<file path="config.mk">
export PLATFORM = sky130hd
export DESIGN_NAME = branch_predictor
export DESIGN_NICKNAME = d
export VERILOG_FILES = /design/src/rtl/branch_predictor_pkg.sv /design/src/rtl/branch_predictor_btb.sv /design/src/rtl/branch_predictor.sv
export SDC_FILE = /design/constraint.sdc
export NUM_CORES = 2
export LEC_CHECK = 0
export CAP_MARGIN = 20
export CORE_AREA = 2 2 444 402
export CTS_CLUSTER_DIAMETER = 50
export DETAILED_ROUTE_END_ITERATION = 6
export DIE_AREA = 0 0 446 404
export PLACE_DENSITY = 0.74
export SLEW_MARGIN = 20
export SYNTH_ARGS = -nofsm -noshare
export SYNTH_HDL_FRONTEND = slang
export SYNTH_HIERARCHICAL = 1
export SYNTH_SLANG_ARGS = --single-unit
</file>
<file path="constraint.sdc">
create_clock -name clk -period 22.3 [get_ports clk]
set_input_delay 4.46 -clock clk [delete_from_list [all_inputs] [get_ports clk]]
set_output_delay 4.46 -clock clk [all_outputs]
set_load 0.03 [all_outputs]
</file>
<file path="src/rtl/branch_predictor_pkg.sv">
// ============================================================================
// Module      : bp_pkg
// Description : Shared types and helpers for the dynamic branch predictor.
//               Saturating-counter helpers, counter reset value and the
//               BTB entry record.
// Revision    : 1.0 - initial release
// ============================================================================
`default_nettype none

package bp_pkg;

    // Widest counter and address supported by the shared helpers/record.
    localparam int c_CTR_MAX_W = 16;
    localparam int c_XLEN_MAX  = 64;

    // BTB entry record. Tag and target are stored in the widest field and
    // the BTB uses only the low bits it needs.
    typedef struct packed {
        logic                  valid;
        logic [c_XLEN_MAX-1:0] tag;
        logic [c_XLEN_MAX-1:0] target;
    } btb_entry_t;

    // Largest value of a bits-wide counter.
    function automatic logic [c_CTR_MAX_W-1:0] ctr_max(input int unsigned bits);
        return c_CTR_MAX_W'((32'd1 << bits) - 32'd1);
    endfunction

    // Reset value: weakly not-taken (just below the taken threshold).
    function automatic logic [c_CTR_MAX_W-1:0] ctr_reset(input int unsigned bits);
        return c_CTR_MAX_W'((32'd1 << (bits - 32'd1)) - 32'd1);
    endfunction

    // Increment, saturating at the counter maximum.
    function automatic logic [c_CTR_MAX_W-1:0] ctr_inc(input logic [c_CTR_MAX_W-1:0] ctr,
                                                       input int unsigned bits);
        return (ctr >= ctr_max(bits)) ? ctr : ctr + 1'b1;
    endfunction

    // Decrement, saturating at zero.
    function automatic logic [c_CTR_MAX_W-1:0] ctr_dec(input logic [c_CTR_MAX_W-1:0] ctr);
        return (ctr == '0) ? ctr : ctr - 1'b1;
    endfunction

endpackage

`default_nettype wire

</file>
<file path="src/rtl/branch_predictor_btb.sv">
// ============================================================================
// Module      : branch_target_buffer
// Description : Direct-mapped branch target buffer. Combinational tag-compare
//               lookup, single write port that overwrites the indexed entry.
// Revision    : 1.0 - initial release
// ============================================================================
`default_nettype none

module branch_target_buffer
    import bp_pkg::*;
#(
    parameter int XLEN        = 64,
    parameter int BTB_ENTRIES = 16
) (
    input  logic            clk,
    input  logic            rst,
    input  logic [XLEN-1:0] i_lookup_pc,
    output logic            o_hit,
    output logic [XLEN-1:0] o_target,
    input  logic            i_wr_en,
    input  logic [XLEN-1:0] i_wr_pc,
    input  logic [XLEN-1:0] i_wr_target
);

    localparam int c_IDX_W = $clog2(BTB_ENTRIES);
    localparam int c_TAG_W = XLEN - c_IDX_W - 2;

    btb_entry_t r_entries [BTB_ENTRIES];

    logic [c_IDX_W-1:0] w_lk_idx;
    logic [c_TAG_W-1:0] w_lk_tag;
    logic [c_IDX_W-1:0] w_wr_idx;
    logic [c_TAG_W-1:0] w_wr_tag;
    btb_entry_t         w_rd_entry;
    logic               w_unused;

    assign w_lk_idx   = i_lookup_pc[c_IDX_W+1:2];
    assign w_lk_tag   = i_lookup_pc[XLEN-1:c_IDX_W+2];
    assign w_wr_idx   = i_wr_pc[c_IDX_W+1:2];
    assign w_wr_tag   = i_wr_pc[XLEN-1:c_IDX_W+2];
    assign w_rd_entry = r_entries[w_lk_idx];

    // Lookup: hit when the indexed entry is valid and the tag matches.
    always_comb begin
        o_hit    = w_rd_entry.valid && (w_rd_entry.tag[c_TAG_W-1:0] == w_lk_tag);
        o_target = o_hit ? w_rd_entry.target[XLEN-1:0] : '0;
    end

    // Storage: reset clears valid bits only; a write replaces the whole entry.
    always_ff @(posedge clk) begin
        if (rst) begin
            for (int i = 0; i < BTB_ENTRIES; i++) begin
                r_entries[i].valid <= 1'b0;
            end
        end else if (i_wr_en) begin
            r_entries[w_wr_idx] <= '{valid:  1'b1,
                                     tag:    c_XLEN_MAX'(w_wr_tag),
                                     target: c_XLEN_MAX'(i_wr_target)};
        end
    end

    // Byte-offset bits and the unused high field bits are intentionally dropped.
    assign w_unused = ^{w_rd_entry, i_lookup_pc[1:0], i_wr_pc[1:0]};

endmodule

`default_nettype wire

</file>
<file path="src/rtl/branch_predictor.sv">
// ============================================================================
// Module      : branch_predictor
// Description : Dynamic branch predictor: table of saturating counters plus a
//               direct-mapped BTB, combinational lookup, trained by resolved
//               branches from EX, with branch/mispredict statistics.
//               Define BP_GSHARE_EN to XOR a global history register into the
//               counter index (gshare).
// Revision    : 1.0 - initial release
// ============================================================================
`default_nettype none

module branch_predictor
    import bp_pkg::*;
#(
    parameter  int XLEN        = 64,
    parameter  int BHT_ENTRIES = 64,
    parameter  int CTR_BITS    = 2,
    parameter  int BTB_ENTRIES = 16,
    parameter  int GHR_BITS    = 6,
    localparam int IDX_W       = $clog2(BHT_ENTRIES)
) (
    input  logic             clk,
    input  logic             reset,
    input  logic [XLEN-1:0]  lookup_pc,
    output logic             pred_taken,
    output logic             pred_btb_hit,
    output logic [XLEN-1:0]  pred_target,
    output logic [IDX_W-1:0] pred_index,
    input  logic             update_valid,
    input  logic [XLEN-1:0]  update_pc,
    input  logic [IDX_W-1:0] update_index,
    input  logic             update_taken,
    input  logic [XLEN-1:0]  update_target,
    input  logic             update_mispredict,
    output logic [31:0]      stat_branches,
    output logic [31:0]      stat_mispredicts
);

    logic [CTR_BITS-1:0] r_bht [BHT_ENTRIES];
    logic [31:0]         r_stat_br;
    logic [31:0]         r_stat_mp;

    logic [IDX_W-1:0]    w_lookup_idx;
    logic [CTR_BITS-1:0] w_lookup_ctr;
    logic [CTR_BITS-1:0] w_ctr_next;
    logic                w_unused;

`ifdef BP_GSHARE_EN
    logic [GHR_BITS-1:0] r_ghr;

    // Non-speculative global history: shift in each resolved outcome.
    always_ff @(posedge clk) begin
        if (reset) begin
            r_ghr <= '0;
        end else if (update_valid) begin
            r_ghr <= GHR_BITS'({r_ghr, update_taken});
        end
    end

    assign w_lookup_idx = lookup_pc[IDX_W+1:2] ^ IDX_W'(r_ghr);
`else
    logic [GHR_BITS-1:0] w_ghr_unused;

    assign w_ghr_unused = '0;
    assign w_lookup_idx = lookup_pc[IDX_W+1:2];
`endif

    assign w_lookup_ctr = r_bht[w_lookup_idx];
    assign pred_index   = w_lookup_idx;
    assign pred_taken   = w_lookup_ctr[CTR_BITS-1];

    // Next value of the trained counter; index comes from fetch time.
    always_comb begin
        w_ctr_next = r_bht[update_index];
        if (update_taken) begin
            w_ctr_next = CTR_BITS'(ctr_inc(c_CTR_MAX_W'(r_bht[update_index]), CTR_BITS));
        end else begin
            w_ctr_next = CTR_BITS'(ctr_dec(c_CTR_MAX_W'(r_bht[update_index])));
        end
    end

    // Counter table: reset to weakly not-taken, reset wins over an update.
    always_ff @(posedge clk) begin
        if (reset) begin
            for (int i = 0; i < BHT_ENTRIES; i++) begin
                r_bht[i] <= CTR_BITS'(ctr_reset(CTR_BITS));
            end
        end else if (update_valid) begin
            r_bht[update_index] <= w_ctr_next;
        end
    end

    // Saturating branch and mispredict counters.
    always_ff @(posedge clk) begin
        if (reset) begin
            r_stat_br <= '0;
            r_stat_mp <= '0;
        end else if (update_valid) begin
            if (r_stat_br != 32'hFFFF_FFFF) begin
                r_stat_br <= r_stat_br + 32'd1;
            end
            if (update_mispredict && (r_stat_mp != 32'hFFFF_FFFF)) begin
                r_stat_mp <= r_stat_mp + 32'd1;
            end
        end
    end

    assign stat_branches    = r_stat_br;
    assign stat_mispredicts = r_stat_mp;

    // Only taken branches install or refresh a BTB target.
    branch_target_buffer #(
        .XLEN        (XLEN),
        .BTB_ENTRIES (BTB_ENTRIES)
    ) u_btb (
        .clk         (clk),
        .rst         (reset),
        .i_lookup_pc (lookup_pc),
        .o_hit       (pred_btb_hit),
        .o_target    (pred_target),
        .i_wr_en     (update_valid && update_taken),
        .i_wr_pc     (update_pc),
        .i_wr_target (update_target)
    );

    // PC bits outside the counter index do not take part in prediction.
    assign w_unused = ^{lookup_pc[XLEN-1:IDX_W+2], lookup_pc[1:0]};

endmodule

`default_nettype wire

</file>
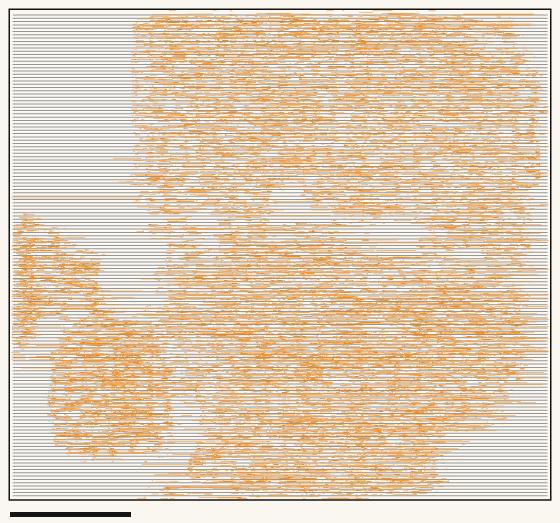
**Above:** M1 wires.
Scale bar: 100 µm. Supply wires on this layer in grey.
share of all routed wire: 38%
longest straight run: 135 µm
nets with wire on the layer: 4,652
main direction: horizontal

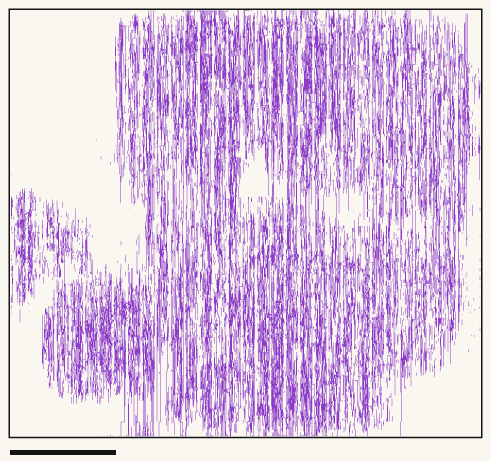
**Above:** M2 wires.
Scale bar: 100 µm.
share of all routed wire: 50%
wire length on this layer: 110 mm
longest straight run: 170 µm
main direction: vertical

==> results.txt <==
Implementation progress

The flow ran to the end, and the final reports show no timing, DRC or antenna violations. For the pin with the worst max-slew slack, the measured transition is 1180 ps. The number of distinct standard cells referenced by the synthesized netlist stands at 84. The number of buffer cells added on primary ports stands at 334.

Leaving out fill and tap cells, the most frequent cell in the layout is sky130_fd_sc_hd__edfxtp_1. The final instance area stands at 99,600 µm². The cell type that accounts for the most area after synthesis is sky130_fd_sc_hd__edfxtp_1. According to the floorplan report, the die width is 446 µm. The instance area at placement stands at 92,800 µm².

The count of instances resized after the clock tree is built stands at 0. The max-slew check reports its worst relative slack as 0.210. For reference, the mux area share after synthesis is 0.160. Detailed routing placed a total of 18.0 mm of wire on met3. The cell area that synthesis handed to floorplanning was 87,300 µm².

The arithmetic-cell share of the synthesized area counting full adders, half adders and majority gates stands at 0.000545. The worst setup path is captured at an output port. The clock reaches the later pin of the worst-skew pair after 840 ps. The final report gives the core utilization as 0.568. The clock slew at the register clock pins of the worst setup and hold paths stands at 60 ps. The number of global-route vias before repair stands at 45,300. The starting density of the core stands at 0.498. In this run the tools logged warnings totalling 42. The average footprint of a synthesized cell stands at 20.5 µm².

The final layout contains 4,826 nets. Per the detail_route report, the via count comes to 45,000. Looking at the clock tree report, the H-tree level count equals 4. The number of nets produced by synthesis stands at 4,462.

The first global-routing pass estimated 315 mm of wire. The maximum root-to-sink buffer count stands at 3. The area figure in the yosys stat output stands at 87,300 µm². The finished layout holds 7,117 standard cells, fillers aside.

The worst setup path is launched from an input port. Setup repair after global routing left no endpoint under its margin. The die is 404 µm tall.

In this run the worst setup path begins at lookup_pc[3]. The detail-routed net length per standard cell stands at 30.6 µm. The share of flip-flops with an asynchronous set or reset after synthesis stands at 0. The largest single stage delay on the critical path is 760 ps. Of the post-synthesis cell area, the dominant cell type holds 0.716.

The number of core rows stands at 146. The detailed-route wire length on metal 1 stands at 82.0 mm. In the final layout, the share of cells above drive strength 1 is 0.241. The final timing report counts setup violations totalling 0.

The initial antenna violation count was 37. Routed signal wires occupy layers up through met5. The worst register-to-register path begins at r_bht[52][1]$_SDFFCE_PN0P_. The final number of max-transition violations stands at 0. STA puts the critical path data required time at 17,840 ps.

The final wirelength stands at 218 mm. For this run, the leading register cell type out of synthesis is sky130_fd_sc_hd__edfxtp_1. Per the Yosys statistics, synthesis produced 4,257 cells.

For met3 alone, demand over resource in global routing was 0.0431. After detailed routing, the met2 layer carries 110 mm of wire. For this design the static power due to leakage is 0.0308 µW. Per the synthesis report, the AND-OR/OR-AND share of the synthesized area is 0.0234.

For reference, the most critical setup path is categorized as in2out. The standard cell core area stands at 175,000 µm². The final count of hold timing violations stands at 0. In the post-synthesis netlist, the cell with the most instances is sky130_fd_sc_hd__edfxtp_1. The synthesis run shows the most used standard cells to be 2,080 x sky130_fd_sc_hd__edfxtp_1, 562 x sky130_fd_sc_hd__mux4_2, 126 x sky130_fd_sc_hd__nor2_1, 120 x sky130_fd_sc_hd__nand2_1, 116 x sky130_fd_sc_hd__nand3_1. The run reported a max-capacitance violation count of 0. On the critical path the largest part of the delay comes from buffers and inverters.

The synthesis-to-layout area growth stands at 14.2%. On met2, the global router reports a usage of 0.401. STA reports the tightest min-delay check as being of type reg2reg. The fmax stands at 63.8 MHz. The number of ports placed on the die boundary stands at 339. In this design, the critical path's most frequently occurring cell is sky130_fd_sc_hd__buf_4. Along the worst path, the maximum fanout reaches 114. The global-route total usage across every layer stands at 0.242. The total instance count after detailed placement stands at 6,698. In this run the remaining antenna-violating nets after routing total 0. The average via count per standard cell stands at 6.32.

The simple-gate share of the synthesized area stands at 0.0508. The sequential element share of the synthesized area stands at 0.734. Per the GRT congestion report, total overflow comes to 0.

Grouping non-sequential cells by family puts the most area in multiplexers. The synthesized instance count stands at 4,257. Clock tree synthesis selected as its root buffer the cell sky130_fd_sc_hd__clkbuf_16.

Per the detail_route report, DRC violations left total 0. Per the synth log, the flip-flop and latch total comes to 2,160. The chip area stands at 180,000 µm². The detailed router finished its first iteration with 5,297 violations.

The post-CTS hold buffer count recorded in the log is 0. The final timing summary puts the cycle share of the worst path at 0.703. Data on the critical path arrives at its endpoint at 11,210 ps. The xor and xnor fraction of the mapped netlist area stands at 0.0112.

The first-pass iteration count of the detailed router stands at 6. In this run the most critical hold path is launched from u_btb/r_entries[0][122]$_SDFFE_PP1P_. Traced cell by cell, the critical path runs through buf_8 -> buf_4 -> buf_12 -> and2_1 -> a221oi_1 -> o21ai_0 -> xor2_1 -> o2111ai_1 -> nor4_1 -> nand4_1 -> buf_4 -> buf_4 -> nor4_2 -> clkdlybuf4s50_1.

The number of buffers and inverters on the critical path is 6. On the final layout, the worst clock skew is 53.5 ps. Post-CTS timing repair inserted 0 buffers for setup.

TritonCTS built the clock tree. Per the GRT log, the top usage layer is met2. The routability congestion estimate from global placement stands at 0.854. The total negative slack for setup checks stands at 0 ps. The number of buffers created by CTS stands at 213. The total power density per cell area stands at 84.2 nW/µm².

The maximum VDD drop stands at 0.0788 mV. For met1 alone, demand over resource in global routing was 0.321. The count of warnings emitted by yosys stands at 6. The detailed-placement wirelength estimate stands at 117 mm. Yosys attributes the largest share of cell area to sky130_fd_sc_hd__edfxtp_1 72%, sky130_fd_sc_hd__mux4_2 15%, sky130_fd_sc_hd__dfxtp_1 1.8%.

Per the cell usage report, the commonest logic cells after layout are 2,080 x sky130_fd_sc_hd__edfxtp_1, 562 x sky130_fd_sc_hd__mux4_2, 328 x sky130_fd_sc_hd__clkdlybuf4s50_1, 213 x sky130_fd_sc_hd__clkbuf_16, 120 x sky130_fd_sc_hd__nand2_1. The CTS sink count stands at 2,160. Counting I/O delays and the setup requirement, the final critical path takes 15,670 ps. Entering global routing, the biggest net connects 128 pins. The critical path's slowest stage uses the library cell sky130_fd_sc_hd__clkdlybuf4s50_1. In this run, synthesis inferred 2,080 flip-flops with an integrated enable.
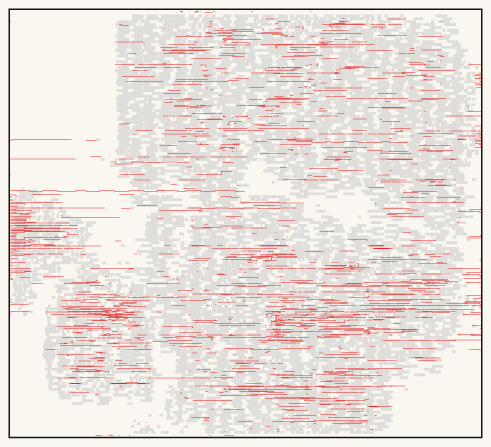
**Above:** metal 3.
nets with wire on the layer: 595
longest straight run: 145 µm
share of all routed wire: 8.3%
main direction: horizontal

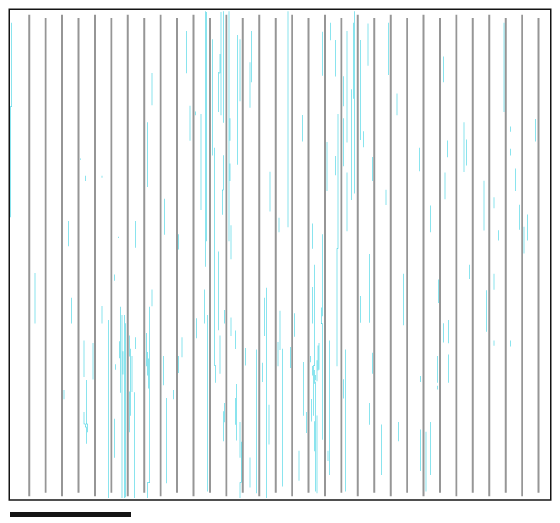
**Above:** signal wires on met4.
Scale bar: 100 µm. Supply wires on this layer in grey.
longest straight run: 211 µm
nets with wire on the layer: 114
wire length on this layer: 7,820 µm
share of all routed wire: 3.6%

==> metrics by stage <==
stage               power (µW)  setup slack, ps  hold WS [ps]
global route              8630             6570           469
CTS                       8440             6740           456
floorplan                 4870             7950           421
global placement          5030             6870           429
detailed placement        5040             6780           442
finish                    8380             6630           455
==> final timing paths <==
| kind | endpoint | slack, ps | cells past startpoint |
|---|---|---|---|
| hold / removal | u_btb/r_entries[0][122]$_SDFFE_PP1P_ | 460 | 1 |
| hold reg to reg | u_btb/r_entries[0][122]$_SDFFE_PP1P_ | 460 | 1 |
| setup / recovery | pred_target[50] | 6630 | 14 |
| setup reg to reg | r_bht[37][0]$_SDFFCE_PN1P_ | 18520 | 8 |
==> worst reg2reg max path, delay by kind of cell, from the launching register on <==
| family | cells | cell delay, ps |
|---|---|---|
| AND-OR/OR-AND | 3 | 740 |
| adder cells (fa/ha/maj) | 1 | 870 |
| buffers and inverters | 1 | 590 |
| flip-flops | 1 | 390 |
| multiplexers | 1 | 310 |
| AND/OR/NAND/NOR | 2 | 550 |
==> area by class of cell <==
cell class | instances | area, µm²
Timing Repair Buffer | 422 | 4170
Antenna cell | 22 | 55.1
Tap cell | 2294 | 2870
Multi-Input combinational cell | 1801 | 21600
Inverter | 23 | 93.8
Clock inverter | 131 | 1200
Sequential cell | 2160 | 64100
Fill cell | 12700 | 75800
Clock buffer | 264 | 5530
==> report_power, final <==
group	total, µW	internal [µW]	switching (µW)
registers	4490	4480	9.73
logic	474	191	284
clock network	3420	1890	1530
total	8380	6560	1820
==> flip-flops by register name, indices dropped and copies added (netlist names) <==
signal            flops
u_btb/r_entries    1968
r_bht               128
stat_branches        32
stat_mispredicts     32
Power is estimated from default activity; no workload was simulated.
